Run 1, sequential cells colored by netlist name:
Other sequential cells in the stronger gray, the rest of the logic in the fainter gray.
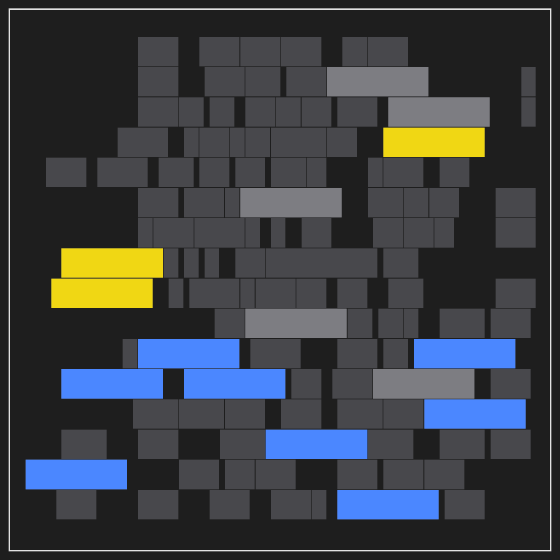
Run 1, placed cells, one color a class:
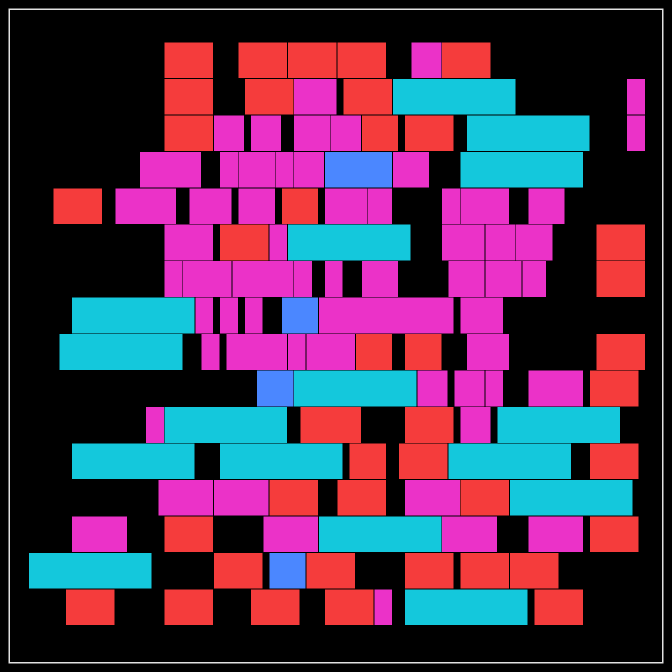
Run 1, clock wires, drivers and flops:
Bar = 10 µm.
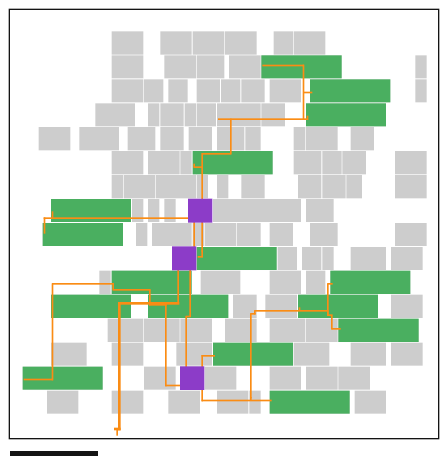
--- src/rtl/nvme_burst_pkg.sv ---
// Shared types and helpers for the NVMe FIFO burst reader.
package nvme_burst_pkg;

   // Reader FSM: waiting for a burst, or moving one out
   typedef enum logic {
      IDLE = 1'b0,
      XFER = 1'b1
   } state_t;

   // Width needed to hold a burst length in the range 0..burst_max
   function automatic int calc_lwidth(input int burst_max);
      return $clog2(burst_max + 1);
   endfunction

endpackage

--- src/rtl/nvme_burst_obuf.sv ---
// Single-entry valid/ready output register with a load port.
// Valid/ready: a beat moves when out_valid & out_ready; while out_valid is
// high and out_ready is low, out_data/out_sop/out_eop hold their values.
module nvme_burst_obuf #(
   parameter int width = 8
) (
   input  logic             clk,
   input  logic             reset,
   input  logic             flush,
   input  logic             load,
   input  logic [width-1:0] load_data,
   input  logic             load_sop,
   input  logic             load_eop,
   input  logic             out_ready,
   output logic             out_valid,
   output logic [width-1:0] out_data,
   output logic             out_sop,
   output logic             out_eop,
   output logic             free
);

   // The entry can take a new beat when empty or when its beat leaves this cycle
   assign free = ~out_valid | out_ready;

   // Output register: flush discards, load replaces, accept empties
   always_ff @(posedge clk or posedge reset) begin
      if (reset) begin
         out_valid <= 1'b0;
         out_data  <= '0;
         out_sop   <= 1'b0;
         out_eop   <= 1'b0;
      end else if (flush) begin
         out_valid <= 1'b0;
      end else if (load) begin
         out_valid <= 1'b1;
         out_data  <= load_data;
         out_sop   <= load_sop;
         out_eop   <= load_eop;
      end else if (out_ready) begin
         out_valid <= 1'b0;
      end
   end

endmodule

--- src/rtl/nvme_fifo_burst_reader.sv ---
// NVMe FIFO burst reader: waits for a burst worth of FIFO data, pops it and
// emits it as a sop/eop framed valid/ready stream with a burst length.
// Optional feature macro NVME_BURST_READER_TIMEOUT_EN: releases a partial
// burst after the FIFO has held 1..burst_max-1 entries for timeout idle cycles.
module nvme_fifo_burst_reader
   import nvme_burst_pkg::*;
#(
   parameter int width     = 8,
   parameter int words     = 256,
   parameter int burst_max = 4,
   parameter int timeout   = 64,
   parameter int awidth    = $clog2(words),
   parameter int lwidth    = calc_lwidth(burst_max)
) (
   input  logic              clk,
   input  logic              reset,
   input  logic              flush,
   input  logic              fifo_dval,
   input  logic [width-1:0]  fifo_dout,
   input  logic [awidth:0]   fifo_used,
   output logic              fifo_pop,
   output logic              out_valid,
   input  logic              out_ready,
   output logic [width-1:0]  out_data,
   output logic              out_sop,
   output logic              out_eop,
   output logic [lwidth-1:0] out_len,
   output state_t            fsm_state
);

   if (burst_max < 1 || burst_max > words || timeout < 1) begin : g_param_check
      $error("nvme_fifo_burst_reader: illegal parameter set");
   end

   localparam logic [awidth:0] full_avail = (awidth + 1)'(burst_max);

   state_t              state, state_nxt;
   logic [lwidth-1:0]   beat_cnt;
   logic [lwidth-1:0]   len_q, len_nxt;
   logic [awidth:0]     avail;
   logic                obuf_free;
   logic                eop_accept;

   // Head register plus the stored entries; fits awidth+1 bits by construction
   assign avail      = fifo_used + (awidth + 1)'(fifo_dval);
   assign eop_accept = out_valid & out_ready & out_eop;
   assign out_len    = (state == XFER) ? len_q : '0;
   assign fsm_state  = state;

`ifdef NVME_BURST_READER_TIMEOUT_EN
   localparam int tw = (timeout > 1) ? $clog2(timeout) : 1;
   localparam logic [tw-1:0] tmo_last = tw'(timeout - 1);
   logic [tw-1:0] tmo_cnt;
`endif

   // Next state, burst length capture and pop decision; flush overrides all
   always_comb begin
      state_nxt = state;
      len_nxt   = len_q;
      fifo_pop  = 1'b0;
      case (state)
         IDLE: begin
            if (avail >= full_avail) begin
               state_nxt = XFER;
               len_nxt   = lwidth'(burst_max);
            end
`ifdef NVME_BURST_READER_TIMEOUT_EN
            else if ((avail != '0) && (tmo_cnt == tmo_last)) begin
               state_nxt = XFER;
               len_nxt   = lwidth'(avail);
            end
`endif
         end
         XFER: begin
            fifo_pop = fifo_dval & obuf_free & (beat_cnt != len_q);
            if (eop_accept) state_nxt = IDLE;
         end
         default: state_nxt = IDLE;
      endcase
      if (flush) begin
         state_nxt = IDLE;
         fifo_pop  = 1'b0;
      end
   end

   // State, burst length and beat counter registers
   always_ff @(posedge clk or posedge reset) begin
      if (reset) begin
         state    <= IDLE;
         len_q    <= '0;
         beat_cnt <= '0;
      end else begin
         state <= state_nxt;
         len_q <= len_nxt;
         if (flush || eop_accept) beat_cnt <= '0;
         else if (fifo_pop)       beat_cnt <= beat_cnt + lwidth'(1);
      end
   end

`ifdef NVME_BURST_READER_TIMEOUT_EN
   // Idle-age of a partial burst; restarts whenever a release is not pending
   always_ff @(posedge clk or posedge reset) begin
      if (reset) begin
         tmo_cnt <= '0;
      end else if (flush || state != IDLE || state_nxt != IDLE ||
                   avail == '0 || avail >= full_avail) begin
         tmo_cnt <= '0;
      end else if (tmo_cnt != tmo_last) begin
         tmo_cnt <= tmo_cnt + tw'(1);
      end
   end
`endif

   nvme_burst_obuf #(.width(width)) u_obuf (
      .clk       (clk),
      .reset     (reset),
      .flush     (flush),
      .load      (fifo_pop),
      .load_data (fifo_dout),
      .load_sop  (beat_cnt == '0),
      .load_eop  (beat_cnt == (len_q - lwidth'(1))),
      .out_ready (out_ready),
      .out_valid (out_valid),
      .out_data  (out_data),
      .out_sop   (out_sop),
      .out_eop   (out_eop),
      .free      (obuf_free)
   );

endmodule

--- config.mk ---
export PLATFORM = sky130hd
export DESIGN_NAME = nvme_fifo_burst_reader
export DESIGN_NICKNAME = d
export VERILOG_FILES = /design/src/rtl/nvme_burst_pkg.sv /design/src/rtl/nvme_burst_obuf.sv /design/src/rtl/nvme_fifo_burst_reader.sv
export SDC_FILE = /design/constraint.sdc
export NUM_CORES = 1
export LEC_CHECK = 0
export CAP_MARGIN = 25
export CORE_UTILIZATION = 40
export CTS_CLUSTER_DIAMETER = 150
export CTS_CLUSTER_SIZE = 30
export DETAILED_ROUTE_END_ITERATION = 8
export PLACE_DENSITY = 0.82
export SKIP_CTS_REPAIR_TIMING = 1
export SYNTH_ARGS = -nofsm -noshare
export SYNTH_HDL_FRONTEND = slang
export SYNTH_SLANG_ARGS = --single-unit
--- constraint.sdc ---
create_clock -name clk -period 2.63 [get_ports clk]
set_clock_uncertainty 0.15 [all_clocks]
set_input_delay 0.526 -clock clk [delete_from_list [all_inputs] [get_ports clk]]
set_output_delay 0.526 -clock clk [all_outputs]
set_load 0.01 [all_outputs]
==> flow_summary_export.csv, run 1 <==
group,metric,value,unit
finish,areaGrowthSynthToFinish,51.65,%
timing,maxSlewViolCount,0,
timing,fin_crit_sh,89.44,%
floorplanning,dieArea,2364,µm²
placed_design,pre_cts_slack,-106.1,ps
yosys,syn-cell-area,869.6,µm²
global_routing,top_usage_layer,"met2",
yosys,yosysTopAreaCell,"dfrtp_1",
critical_path,cp-end-kind,"output pin",
status,status,"finished, final reports clean",
critical_path,crit_path_start,"out_ready",
finish,largest_class,"multi-input combinational cells",
floorplanning,die_x,48.63,µm
floorplanning,fp-utilization,43.44,%
pwr,p_int,0.6323,mW
pwr,pwr-share-comb,42.5,%
yosys,synth_cells,77,
finish,largest_register,"u_obuf.out_data",
pwr,p_switching,0.2599,mW
timing,grt_setup_unrepaired,"false",
critical_path,crit_end,"fifo_pop",
finish,clock_buffers,4,
critical_path,timing.rr.end,"u_obuf.out_data[5]$_DFFE_PP0P_",
pwr,p_per_area,676.5,nW/µm²
floorplanning,die_h,48.63,µm
-- 'sequential cells colored by netlist name' (at the start) --
| netlist name | color | placed flops |
|---|---|---|
| beat_cnt | yellow | 3 |
| u_obuf.out_data | blue | 8 |
not colored: 5

-- 'placed cells, one color a class' (at the start) --
| class | color | cells | share of their area |
|---|---|---|---|
| flops | cyan | 16 | 31% |
| all other logic | magenta | 60 | 36% |
| other buffers and delay cells | red | 40 | 30% |
| clock drivers and dummy loads | blue | 4 | 2.8% |
final core utilization: 65.88%
flop share of the area: 30.36%
Cell Rows: 16
cell area after layout: 1319 µm²

-- 'clock wires, drivers and flops' (at the start) --
[flip-flops] green | count: 16
[clock wires] orange | length: 191 µm
[cells driving clock nets] purple | count: 3
routed clock nets: 4

Run 1, the clock network:
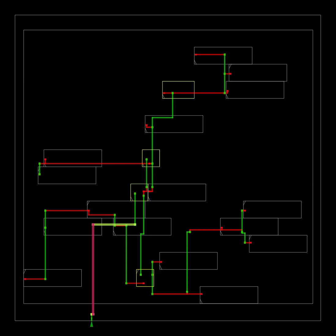

==> inputs of run 2 (changes only) <==
--- a/config.mk
+++ b/config.mk
@@ -5,7 +5,7 @@
 export SDC_FILE = /design/constraint.sdc
 export NUM_CORES = 1
 export LEC_CHECK = 0
-export CAP_MARGIN = 25
+export CAP_MARGIN = 0
 export CORE_UTILIZATION = 40
 export CTS_CLUSTER_DIAMETER = 150
 export CTS_CLUSTER_SIZE = 30
==> constraint.sdc (replaced) <==
create_clock -name clk -period 2.7 [get_ports clk]
set_clock_uncertainty 0.15 [all_clocks]
set_input_delay 0.54 -clock clk [delete_from_list [all_inputs] [get_ports clk]]
set_output_delay 0.54 -clock clk [all_outputs]
set_load 0.01 [all_outputs]
Run 2, the clock network:
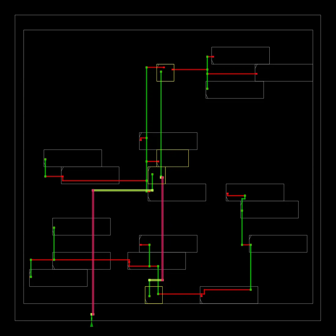
clk pwr: 0.160 mW
Clock buffer cells: 4

==> run 2 against run 1 <==
Area after synthesis unchanged. Critical endpoint unchanged. Non-clock buffer count unchanged. Cell area unchanged. Sequential power down 3%. Clock-buffer cell count unchanged. Via count down 1.1%. Combinational power down 3%. Worst hold slack about the same. Sequential cell count unchanged. Clock power about the same. Largest power group unchanged. Setup slack better by 23 ps.
==> flow_summary_export.csv, run 2 <==
group,metric,value,unit
status,status,"finished, final reports clean",
pwr,pwr-share-comb,42.3,%
timing,relSlewSlack,54.91,%
finish,largest_class,"multi-input combinational cells",
pwr,p_int,0.6161,mW
route,wl_per_cell,12.65,µm
timing,maxSlewViolCount,0,
pwr,p_per_area,660.8,nW/µm²
pwr,clockPowerShare,18.3,%
floorplanning,die_x,48.63,µm
critical_path,cp.buffers_inverters,2,
global_routing,grt_pass1_vias,739,
finish,largest_register,"u_obuf.out_data",
critical_path,cp-end-kind,"output pin",
finish,mostFrequentLayoutCells,"clkdlybuf4s50_1 (34), dfrtp_1 (16), nand2_1 (8), mux2_2 (8), inv_1 (6)",
pwr,p_switching,0.2554,mW
floorplanning,dieArea,2364,µm²
critical_path,timing.rr.end,"u_obuf.out_data[5]$_DFFE_PP0P_",
placed_design,io_buffers,35,
yosys,syn-cell-area,869.6,µm²
route,drt-met1-wl,828,µm
placed_design,pre_cts_slack,-80.36,ps
floorplanning,die_h,48.63,µm
yosys,synth_cells,77,
critical_path,crit_end,"fifo_pop",
floorplanning,rows,16,
job,warning_count,29,
yosys,avgSynthCellArea,11.29,µm²
finish,top_regs,"u_obuf.out_data (8), beat_cnt (3)",
timing,fin_crit_sh,88.88,%
timing,grt_setup_unrepaired,"false",
job,max-cap-violations,0,
finish,design_area,1319,µm²
route,met2_length,946,µm
finish,fin_util,65.88,%
yosys,yosysTopAreaCell,"dfrtp_1",
global_routing,top_usage_layer,"met2",
pwr,p_leak,0.5550,nW
finish,areaGrowthSynthToFinish,51.65,%
No activity file was given, so power comes from the tool's default toggle rates.
